[config.mk]
export PLATFORM = sky130hd
export DESIGN_NAME = clock_time_counter
export DESIGN_NICKNAME = d
export VERILOG_FILES = /design/src/rtl/clock_pkg.sv /design/src/rtl/bcd_digit_cnt.sv /design/src/rtl/clock_time_counter.sv
export SDC_FILE = /design/constraint.sdc
export NUM_CORES = 1
export LEC_CHECK = 0
export CAP_MARGIN = 20
export CORE_MARGIN = 5
export CORE_UTILIZATION = 40
export DETAILED_ROUTE_END_ITERATION = 10
export GPL_TIMING_DRIVEN = 0
export SYNTH_ARGS = -nofsm -noshare
export SYNTH_HDL_FRONTEND = slang
export SYNTH_SLANG_ARGS = --single-unit
export TNS_END_PERCENT = 20
[constraint.sdc]
create_clock -name clk -period 4.35 [get_ports clk]
set_input_delay 0.6525 -clock clk [delete_from_list [all_inputs] [get_ports clk]]
set_output_delay 0.6525 -clock clk [all_outputs]
set_load 0.01 [all_outputs]
[src/rtl/clock_pkg.sv]
// Shared types and limits for the BCD time-of-day counter.
// The alarm states exist in mode_t always; they are only reachable with CLOCK_TIME_COUNTER_ALARM_EN.
package clock_pkg;

  typedef logic [3:0] bcd_t;

  typedef enum logic [2:0] {
    MODE_RUN        = 3'd0,
    MODE_SET_HR     = 3'd1,
    MODE_SET_MIN    = 3'd2,
    MODE_SET_AL_HR  = 3'd3,
    MODE_SET_AL_MIN = 3'd4
  } mode_t;

  localparam bcd_t DIGIT_MAX      = 4'd9;
  localparam bcd_t SEC_HI_MAX     = 4'd5;
  localparam bcd_t MIN_HI_MAX     = 4'd5;
  localparam bcd_t HR_MAX_HI      = 4'd2;
  localparam bcd_t HR_MAX_LO_AT_2 = 4'd3;

  localparam logic [1:0] EDIT_RUN = 2'b00;
  localparam logic [1:0] EDIT_HR  = 2'b01;
  localparam logic [1:0] EDIT_MIN = 2'b10;
  localparam logic [1:0] EDIT_AL  = 2'b11;

  function automatic logic [1:0] edit_sel_of(input mode_t m);
    case (m)
      MODE_SET_HR:                     return EDIT_HR;
      MODE_SET_MIN:                    return EDIT_MIN;
      MODE_SET_AL_HR, MODE_SET_AL_MIN: return EDIT_AL;
      default:                         return EDIT_RUN;
    endcase
  endfunction

endpackage

[src/rtl/bcd_digit_cnt.sv]
// One BCD digit counting 0..MAX with synchronous clear (priority over inc).
// carry_o is combinational so a whole HH:MM:SS ripple settles in one cycle.
module bcd_digit_cnt
  import clock_pkg::*;
#(
  parameter bcd_t MAX = 4'd9
) (
  input  logic clk,
  input  logic rst_n,
  input  logic inc_i,
  input  logic clr_i,
  output bcd_t value_o,
  output logic carry_o
);

  bcd_t value_q, value_d;

  always_comb begin
    value_d = value_q;
    if (clr_i) begin
      value_d = '0;
    end else if (inc_i) begin
      value_d = (value_q == MAX) ? '0 : value_q + 4'd1;
    end
  end

  always_ff @(posedge clk or negedge rst_n) begin
    if (!rst_n) begin
      value_q <= '0;
    end else begin
      value_q <= value_d;
    end
  end

  assign value_o = value_q;
  assign carry_o = inc_i && (value_q == MAX);

endmodule

[src/rtl/clock_time_counter.sv]
// 24-hour HH:MM:SS BCD clock with a 1 Hz prescaler and a button-driven set mode.
// Define CLOCK_TIME_COUNTER_ALARM_EN to add an HH:MM alarm with its own edit states.
module clock_time_counter
  import clock_pkg::*;
#(
  parameter int TICK_DIV = 100_000_000
) (
  input  logic       clk,
  input  logic       rst_n,
  input  logic       mode_btn,
  input  logic       inc_btn,
`ifdef CLOCK_TIME_COUNTER_ALARM_EN
  input  logic       alarm_on,
  output logic       alarm_o,
`endif
  output bcd_t       h_hi,
  output bcd_t       h_lo,
  output bcd_t       m_hi,
  output bcd_t       m_lo,
  output bcd_t       s_hi,
  output bcd_t       s_lo,
  output logic       sec_tick,
  output logic [1:0] edit_sel,
  output mode_t      dbg_state_o
);

  localparam int PW = $clog2(TICK_DIV);
  localparam logic [PW-1:0] PRE_MAX = PW'(TICK_DIV - 1);

  mode_t         state_q;
  logic [1:0]    edit_sel_q;
  logic [PW-1:0] pre_q, pre_d;
  logic          sec_tick_q;

  logic in_run, tick_en, inc_act, back_to_run;
  logic hr_inc, hr_wrap;
  logic s_lo_cy, s_hi_cy, m_lo_cy, m_hi_cy, h_lo_cy, h_hi_cy;

  // mode_btn wins over a simultaneous inc_btn.
  assign inc_act = inc_btn && !mode_btn;
  assign in_run  = (state_q == MODE_RUN);
  assign tick_en = in_run && (pre_q == PRE_MAX);
`ifdef CLOCK_TIME_COUNTER_ALARM_EN
  assign back_to_run = mode_btn && (state_q == MODE_SET_AL_MIN);
`else
  assign back_to_run = mode_btn && (state_q == MODE_SET_MIN);
`endif

  always_ff @(posedge clk or negedge rst_n) begin
    if (!rst_n) begin
      state_q    <= MODE_RUN;
      edit_sel_q <= EDIT_RUN;
    end else begin
      case (state_q)
        MODE_RUN: if (mode_btn) begin
          state_q    <= MODE_SET_HR;
          edit_sel_q <= edit_sel_of(MODE_SET_HR);
        end
        MODE_SET_HR: if (mode_btn) begin
          state_q    <= MODE_SET_MIN;
          edit_sel_q <= edit_sel_of(MODE_SET_MIN);
        end
`ifdef CLOCK_TIME_COUNTER_ALARM_EN
        MODE_SET_MIN: if (mode_btn) begin
          state_q    <= MODE_SET_AL_HR;
          edit_sel_q <= edit_sel_of(MODE_SET_AL_HR);
        end
        MODE_SET_AL_HR: if (mode_btn) begin
          state_q    <= MODE_SET_AL_MIN;
          edit_sel_q <= edit_sel_of(MODE_SET_AL_MIN);
        end
        MODE_SET_AL_MIN: if (mode_btn) begin
          state_q    <= MODE_RUN;
          edit_sel_q <= edit_sel_of(MODE_RUN);
        end
`else
        MODE_SET_MIN: if (mode_btn) begin
          state_q    <= MODE_RUN;
          edit_sel_q <= edit_sel_of(MODE_RUN);
        end
`endif
        default: begin
          state_q    <= MODE_RUN;
          edit_sel_q <= EDIT_RUN;
        end
      endcase
    end
  end

  // Prescaler only runs in RUN; it is parked at 0 while editing so the
  // first tick after returning to RUN is a full TICK_DIV cycles away.
  always_comb begin
    pre_d = pre_q + 1'b1;
    if (!in_run || mode_btn || tick_en) pre_d = '0;
  end

  always_ff @(posedge clk or negedge rst_n) begin
    if (!rst_n) begin
      pre_q      <= '0;
      sec_tick_q <= 1'b0;
    end else begin
      pre_q      <= pre_d;
      sec_tick_q <= tick_en;
    end
  end

  bcd_digit_cnt #(.MAX(DIGIT_MAX)) u_s_lo (.clk(clk), .rst_n(rst_n), .inc_i(tick_en),
    .clr_i(back_to_run), .value_o(s_lo), .carry_o(s_lo_cy));
  bcd_digit_cnt #(.MAX(SEC_HI_MAX)) u_s_hi (.clk(clk), .rst_n(rst_n), .inc_i(s_lo_cy),
    .clr_i(back_to_run), .value_o(s_hi), .carry_o(s_hi_cy));
  bcd_digit_cnt #(.MAX(DIGIT_MAX)) u_m_lo (.clk(clk), .rst_n(rst_n),
    .inc_i(s_hi_cy || (inc_act && state_q == MODE_SET_MIN)),
    .clr_i(1'b0), .value_o(m_lo), .carry_o(m_lo_cy));
  bcd_digit_cnt #(.MAX(MIN_HI_MAX)) u_m_hi (.clk(clk), .rst_n(rst_n), .inc_i(m_lo_cy),
    .clr_i(1'b0), .value_o(m_hi), .carry_o(m_hi_cy));

  // Minute carry reaches the hours only from a real tick, never from editing.
  assign hr_inc  = (tick_en && m_hi_cy) || (inc_act && state_q == MODE_SET_HR);
  assign hr_wrap = hr_inc && (h_hi == HR_MAX_HI) && (h_lo == HR_MAX_LO_AT_2);

  bcd_digit_cnt #(.MAX(DIGIT_MAX)) u_h_lo (.clk(clk), .rst_n(rst_n), .inc_i(hr_inc && !hr_wrap),
    .clr_i(hr_wrap), .value_o(h_lo), .carry_o(h_lo_cy));
  bcd_digit_cnt #(.MAX(HR_MAX_HI)) u_h_hi (.clk(clk), .rst_n(rst_n), .inc_i(h_lo_cy),
    .clr_i(hr_wrap), .value_o(h_hi), .carry_o(h_hi_cy));

`ifdef CLOCK_TIME_COUNTER_ALARM_EN
  bcd_t al_h_hi, al_h_lo, al_m_hi, al_m_lo;
  logic al_h_lo_cy, al_h_hi_cy, al_m_lo_cy, al_m_hi_cy;
  logic al_hr_inc, al_wrap, alarm_q;

  assign al_hr_inc = inc_act && (state_q == MODE_SET_AL_HR);
  assign al_wrap   = al_hr_inc && (al_h_hi == HR_MAX_HI) && (al_h_lo == HR_MAX_LO_AT_2);

  bcd_digit_cnt #(.MAX(DIGIT_MAX)) u_al_h_lo (.clk(clk), .rst_n(rst_n),
    .inc_i(al_hr_inc && !al_wrap), .clr_i(al_wrap), .value_o(al_h_lo), .carry_o(al_h_lo_cy));
  bcd_digit_cnt #(.MAX(HR_MAX_HI)) u_al_h_hi (.clk(clk), .rst_n(rst_n),
    .inc_i(al_h_lo_cy), .clr_i(al_wrap), .value_o(al_h_hi), .carry_o(al_h_hi_cy));
  bcd_digit_cnt #(.MAX(DIGIT_MAX)) u_al_m_lo (.clk(clk), .rst_n(rst_n),
    .inc_i(inc_act && state_q == MODE_SET_AL_MIN), .clr_i(1'b0),
    .value_o(al_m_lo), .carry_o(al_m_lo_cy));
  bcd_digit_cnt #(.MAX(MIN_HI_MAX)) u_al_m_hi (.clk(clk), .rst_n(rst_n),
    .inc_i(al_m_lo_cy), .clr_i(1'b0), .value_o(al_m_hi), .carry_o(al_m_hi_cy));

  always_ff @(posedge clk or negedge rst_n) begin
    if (!rst_n) begin
      alarm_q <= 1'b0;
    end else begin
      alarm_q <= in_run && alarm_on &&
                 ({h_hi, h_lo, m_hi, m_lo} == {al_h_hi, al_h_lo, al_m_hi, al_m_lo});
    end
  end

  assign alarm_o = alarm_q;

  logic unused_carry;
  assign unused_carry = h_hi_cy ^ al_h_hi_cy ^ al_m_hi_cy;
`else
  logic unused_carry;
  assign unused_carry = h_hi_cy;
`endif

  assign sec_tick    = sec_tick_q;
  assign edit_sel    = edit_sel_q;
  assign dbg_state_o = state_q;

endmodule
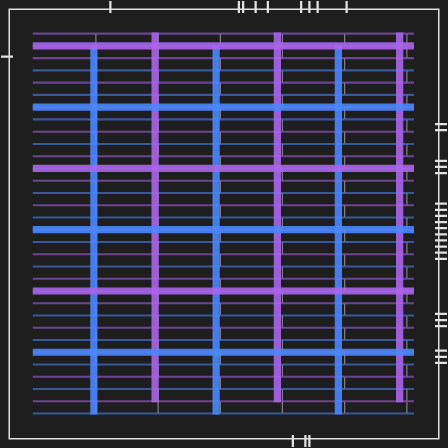
Fig. 1. Power grid (run 1).
Pins as bars on the die edge. Tap cells in gray.
purple -> VDD
blue -> VSS
met4 straps = 6
met1 rails = 32
met5 straps = 6

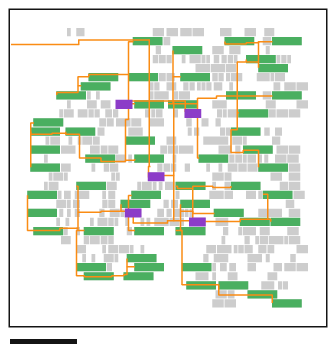
Fig. 2. Routed clock nets over the placement (run 1).
Bar = 20 um.
purple -> cells driving clock nets  # count 5
orange -> clock wires  # length 684 um
green -> flip-flops  # count 54
routed clock nets = 6
flops lie = spread over the die

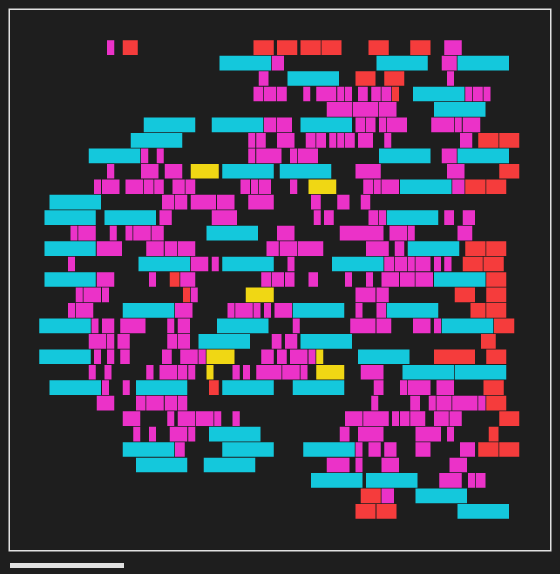
Fig. 3. Placement by cell class (run 1).
Bar = 20 um.
yellow -> clock drivers and dummy loads  # cells 7
magenta -> all other logic  # cells 234
red -> other buffers and delay cells  # cells 40
cyan -> flops  # cells 54

==> impl_metrics.ini, run 1 <==
; synthesis and place-and-route metrics
[status]
status = complete, no violations

[timing]
report.final.slew_viol_count = 0
max_slew_margin_pct = 36.4

[cts]
clkTransAtPathRegs_ns = 0.09
clock_path_buffers = 2
cts.sinks = 54
root_buffer = clkbuf_8

[die]
core-area_mm2 = 0.00714
die.size.y_um = 95.0
taps = 99

[job]
maxCapViolCount = 0

[cells_and_area]
nClkBuffers = 7
clockNetworkAreaShare_pct = 2.23
mostFrequentLayoutCell = dfrtp_1

[worst_setup_path]
start_kind = input port
reg2reg_to = u_h_lo.value_o[0]$_DFFE_PN0P_
cp_data_arrival_time_ns = 2.82

[synth]
synthArstFlopShare_pct = 100
ff_type = dfrtp_1

[detailed_routing]
top_layer = met4
drt-pass1-iter-count = 5

[global_routing]
grt_pass1_vias = 2077
use_met3_pct = 2.92
grt_util_all_layers_pct = 13.4

[pwr]
power_top_consumer = sequential cells
power.total_w = 0.00142
pwr-share-comb_pct = 32.7

[placement]
io_buffers = 32
[run 1: cell usage after synthesis (4+ instances only)]
master / count / share of area [%]
and3_1: 9 / 1.9
o21ai_0: 5 / 0.87
xor2_1: 14 / 4.2
nand3b_1: 4 / 1.0
nand4_1: 7 / 1.5
inv_1: 13 / 1.7
a21oi_1: 12 / 2.1
ha_1: 9 / 3.9
and4_1: 4 / 1.2
nor2_1: 49 / 6.4
xnor2_1: 17 / 5.1
nand3_1: 18 / 3.1
dfrtp_1: 54 / 47
nor3_1: 6 / 1.0
nand2_1: 15 / 1.9
[run 1: metrics by stage]
| stage | setup slack [ns] | cell area (um2) | instances |
|---|---|---|---|
| floorplan | 2.28 | 2890 | 295 |
| global placement | 0.853 | 3340 | 426 |
| detailed placement | 1.37 | 3350 | 427 |
| CTS | 1.71 | 3430 | 434 |
| global route | 1.48 | 3430 | 434 |
| finish | 1.72 | 3430 | 434 |
[run 1: worst max-delay path, cell delays in order]
cell	delay, ns
clkdlybuf4s50_1	0.53
nor4bb_1	0.53
a21oi_1	0.14
nor4_4	0.44
nor2_1	0.19
mux2_1	0.34
[run 1: cell families (layout without fill, tap and decap cells)]
logic type | count (synthesis) | after routing | synth area share, %
xor gates and xnor gates | 31 | 31 | 9.39
other | 1 | 1 | 0.130
DFF | 54 | 54 | 46.7
muxes | 9 | 9 | 3.38
AOI/OAI and AO/OA | 32 | 32 | 6.97
buffers and inverters | 20 | 60 | 3.07
and+or+nand+nor | 139 | 139 | 26.4
adders and majority gates | 9 | 9 | 3.89
[run 1: registers in the layout, summed over array words and instances (netlist names)]
signal and cells:
pre_q 27, u_h_hi.value_o 4, u_h_lo.value_o 4, u_s_hi.value_o 4
u_m_lo.value_o 4, u_s_lo.value_o 4, sec_tick 1, dbg_state_o 2
u_m_hi.value_o 4
==> run 2, diff against run 1 <==
==> constraint.sdc (replaced) <==
create_clock -name clk -period 2.64 [get_ports clk]
set_input_delay 0.396 -clock clk [delete_from_list [all_inputs] [get_ports clk]]
set_output_delay 0.396 -clock clk [all_outputs]
set_load 0.01 [all_outputs]
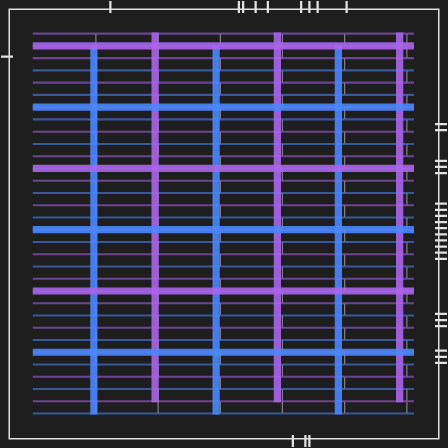
Fig. 4. Power grid (run 2).
Pins as bars on the die edge. Tap cells in gray.
blue -> VSS
purple -> VDD
met5 straps = 6
tap cells = 99

==> impl_metrics.ini, run 2 <==
; synthesis and place-and-route metrics
[pwr]
pwr-share-comb_pct = 32.7
vdd_ir_drop_max_mv = 0.194
seqPwrFrac_pct = 48.7
power.total_w = 0.00234

[cells_and_area]
largest_register_ffs = 27
layoutNonFillerInstCount = 434
regMostFlops = pre_q
design_area_mm2 = 0.00343
lay_top_cells = dfrtp_1, nor2_1, clkdlybuf4s50_1
mostFrequentLayoutCell = dfrtp_1

[detailed_routing]
drt-pass1-iter-count = 5
drt-initial-drc-count = 105

[timing]
report.final.slew_viol_count = 0
max_slew_margin_pct = 36.4
fin_ws_ns = 0.264

[worst_setup_path]
start_kind = input port
reg2reg_to = u_h_lo.value_o[0]$_DFFE_PN0P_
cp_data_arrival_time_ns = 2.57
cp-end-kind = flip-flop

[placement]
placed_cells = 427
hpwlAfterDp_um = 4090
io_buffers = 32
dpl_cell_area_mm2 = 0.00335
dpl_worst_slack_ns = -0.0808

[cts]
cts-resized-gates = 0
clkTransAtPathRegs_ns = 0.09
root_buffer = clkbuf_8
clock_path_buffers = 2

[synth]
syn_area_per_cell_um2 = 9.80
synth-edff-count = 0
synthArstFlopShare_pct = 100
top_area_cell = dfrtp_1
yosysTopAreaCellShare_pct = 46.7
ff_type = dfrtp_1
yosys-top-cells-area = dfrtp_1, nor2_1, xnor2_1
top_cells_by_count = dfrtp_1, nor2_1, nand3_1
synth_top_cell_by_count = dfrtp_1

[job]
maxCapViolCount = 0

[status]
status = complete, no violations

[global_routing]
grt_util_all_layers_pct = 13.4
grt_pass1_vias = 2077

[die]
die.size.y_um = 95.0
core-area_mm2 = 0.00714
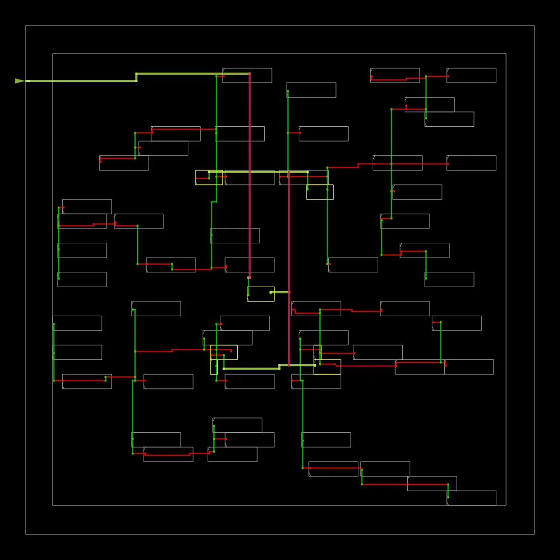
Fig. 5. Clock routing (run 2).
flop count: 54
clock sink count: 54

run 2: logic make-up (layout without fill, tap and decap cells):
kind of cell	Yosys count	count (layout)	share of synthesized area, %
simple gates	139	139	26.4
flops	54	54	46.7
compound gates	32	32	6.97
xor+xnor	31	31	9.39
buf+inv	20	60	3.07
fa+ha+maj	9	9	3.89
mux	9	9	3.38
other cells	1	1	0.130
run 2: critical path: stages:
cell and delay [ns]:
clkdlybuf4s50_1 0.53, nor4bb_1 0.53, a21oi_1 0.14, nor4_4 0.44, nor2_1 0.19, mux2_1 0.34
run 2: final cells by class:
class,count,area [um2]
Multi-Input combinational cell,221,1450
Buffer,7,40.0
Fill cell,685,3710
Timing Repair Buffer,33,335
Inverter,13,48.8
Tap cell,99,124
Sequential cell,54,1350
Clock buffer,7,76.3
run 2: worst max path at each step:
stage | to | from
after CTS | u_h_lo.value_o[0]$_DFFE_PN0P_ | mode_btn
final | u_h_lo.value_o[0]$_DFFE_PN0P_ | mode_btn
after global placement | pre_q[12]$_DFF_PN0_ | rst_n
after global routing | u_h_lo.value_o[0]$_DFFE_PN0P_ | mode_btn
after floorplan | u_h_hi.value_o[2]$_DFFE_PN0P_ | u_s_hi.value_o[1]$_DFFE_PN0P_
after detailed placement | u_h_lo.value_o[0]$_DFFE_PN0P_ | mode_btn
run 2: metal layers:
| layer | wire (um) | vias to the layer above | global-route usage (%) |
|---|---|---|---|
| met4 | 74 | 0 | 4.21 |
| met1 | 2710 | 1013 | 17.3 |
| met2 | 2610 | 31 | 22.4 |
| met3 | 214 | 5 | 2.92 |
| li1 | - | 1104 | - |
| met5 | 0 | - | 0 |
==> run 3, diff against run 2 <==
==> constraint.sdc (replaced) <==
create_clock -name clk -period 2.9 [get_ports clk]
set_input_delay 0.435 -clock clk [delete_from_list [all_inputs] [get_ports clk]]
set_output_delay 0.435 -clock clk [all_outputs]
set_load 0.01 [all_outputs]
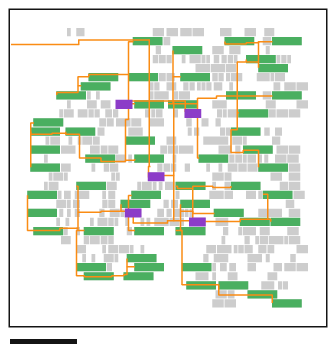
Fig. 6. Routed clock nets over the placement (run 3).
Bar = 20 um.
green -> flip-flops  # count 54
orange -> clock wires  # length 684 um
purple -> cells driving clock nets  # count 5
routed clock nets = 6

==> impl_metrics.ini, run 3 <==
; synthesis and place-and-route metrics
[status]
status = complete, no violations

[worst_setup_path]
critPathBufInv = 1
cp_data_arrival_time_ns = 2.61
reg2reg_to = u_h_lo.value_o[0]$_DFFE_PN0P_
slowest_delay_ns = 0.53
cp_cell_sequence = clkdlybuf4s50_1 -> nor4bb_1 -> a21oi_1 -> nor4_4 -> nor2_1 -> mux2_1
worstSetupStartpoint = mode_btn
critPathTopFamily = simple AND/OR/NAND/NOR gates

[placement]
io_buffers = 32
hpwlAfterDp_um = 4090
placed_cells = 427

[die]
core-area_mm2 = 0.00714

[synth]
synth-edff-count = 0
top_area_cell = dfrtp_1

[cells_and_area]
largest_register_ffs = 27
fillers = 685
ff_latch_area_mm2 = 0.00135

[global_routing]
grt_pass1_vias = 2077
grt_util_all_layers_pct = 13.4

[cts]
clock_path_buffers = 2
cts.sinks = 54

[job]
maxCapViolCount = 0

[pwr]
vdd_ir_drop_max_mv = 0.177
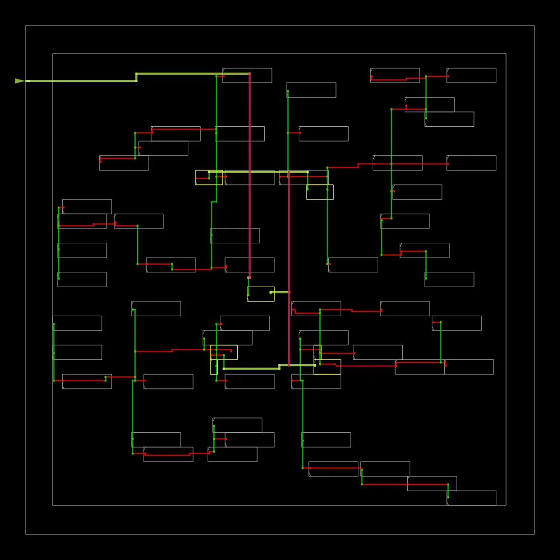
Fig. 7. Clock routing (run 3).
Final Skew: 0.00637 ns
Layout clock buffers: 7
CTS Buf Count: 5
Power Clock: 0.000397 W
later-pin clock latency in the skew report: 0.30 ns

run 3: cell counts after synthesis:
No cell type changed its count.
run 3: logic make-up after synthesis:
family / count (synthesis) / share of synthesized area (%)
flops: 54 / 46.7
mux: 9 / 3.38
compound gates: 32 / 6.97
buf+inv: 20 / 3.07
xor+xnor: 31 / 9.39
simple gates: 139 / 26.4
other cells: 1 / 0.130
fa+ha+maj: 9 / 3.89
run 3: metal layers:
metal	part of all wire, %	vias up	GRT usage [%]
met2	46	31	22.4
met5	0	-	0
li1	-	1104	-
met1	48	1013	17.3
met4	1.3	0	4.21
met3	3.8	5	2.92
run 3: metrics by stage:
| stage | power (W) | setup WS [ns] |
|---|---|---|
| after CTS | 0.00216 | 0.473 |
| after detailed placement | 0.00176 | 0.140 |
| after floorplan | 0.00139 | 0.916 |
| after global routing | 0.00229 | 0.249 |
| final | 0.00213 | 0.485 |
| after global placement | 0.00174 | -0.379 |
run 3: cell type report:
class | count | share of cell area (%)
multi-input combinational | 221 | 42.4
sequential | 54 | 39.4
tap | 99 | 3.61
clock buffer | 7 | 2.23
inverter | 13 | 1.42
buffer | 7 | 1.17
timing repair buffer | 33 | 9.78
run 3: worst reg2reg max path: cells and delay by family (launching register included):
family	cells	cell delay (ns)
multiplexers	1	0.34
flip-flops	1	0.41
AND/OR/NAND/NOR	4	1.19
adder cells (fa/ha/maj)	1	0.21
run 3: power by group:
| part | switching [W] | leakage, nW | internal (W) |
|---|---|---|---|
| clock network | 0.000230 | 0.0383 | 0.000167 |
| registers | 0.000164 | 0.734 | 0.000872 |
| logic | 0.000309 | 0.693 | 0.000386 |
| total | 0.000703 | 1.46 | 0.00142 |
Power and IR drop assume default switching activity.
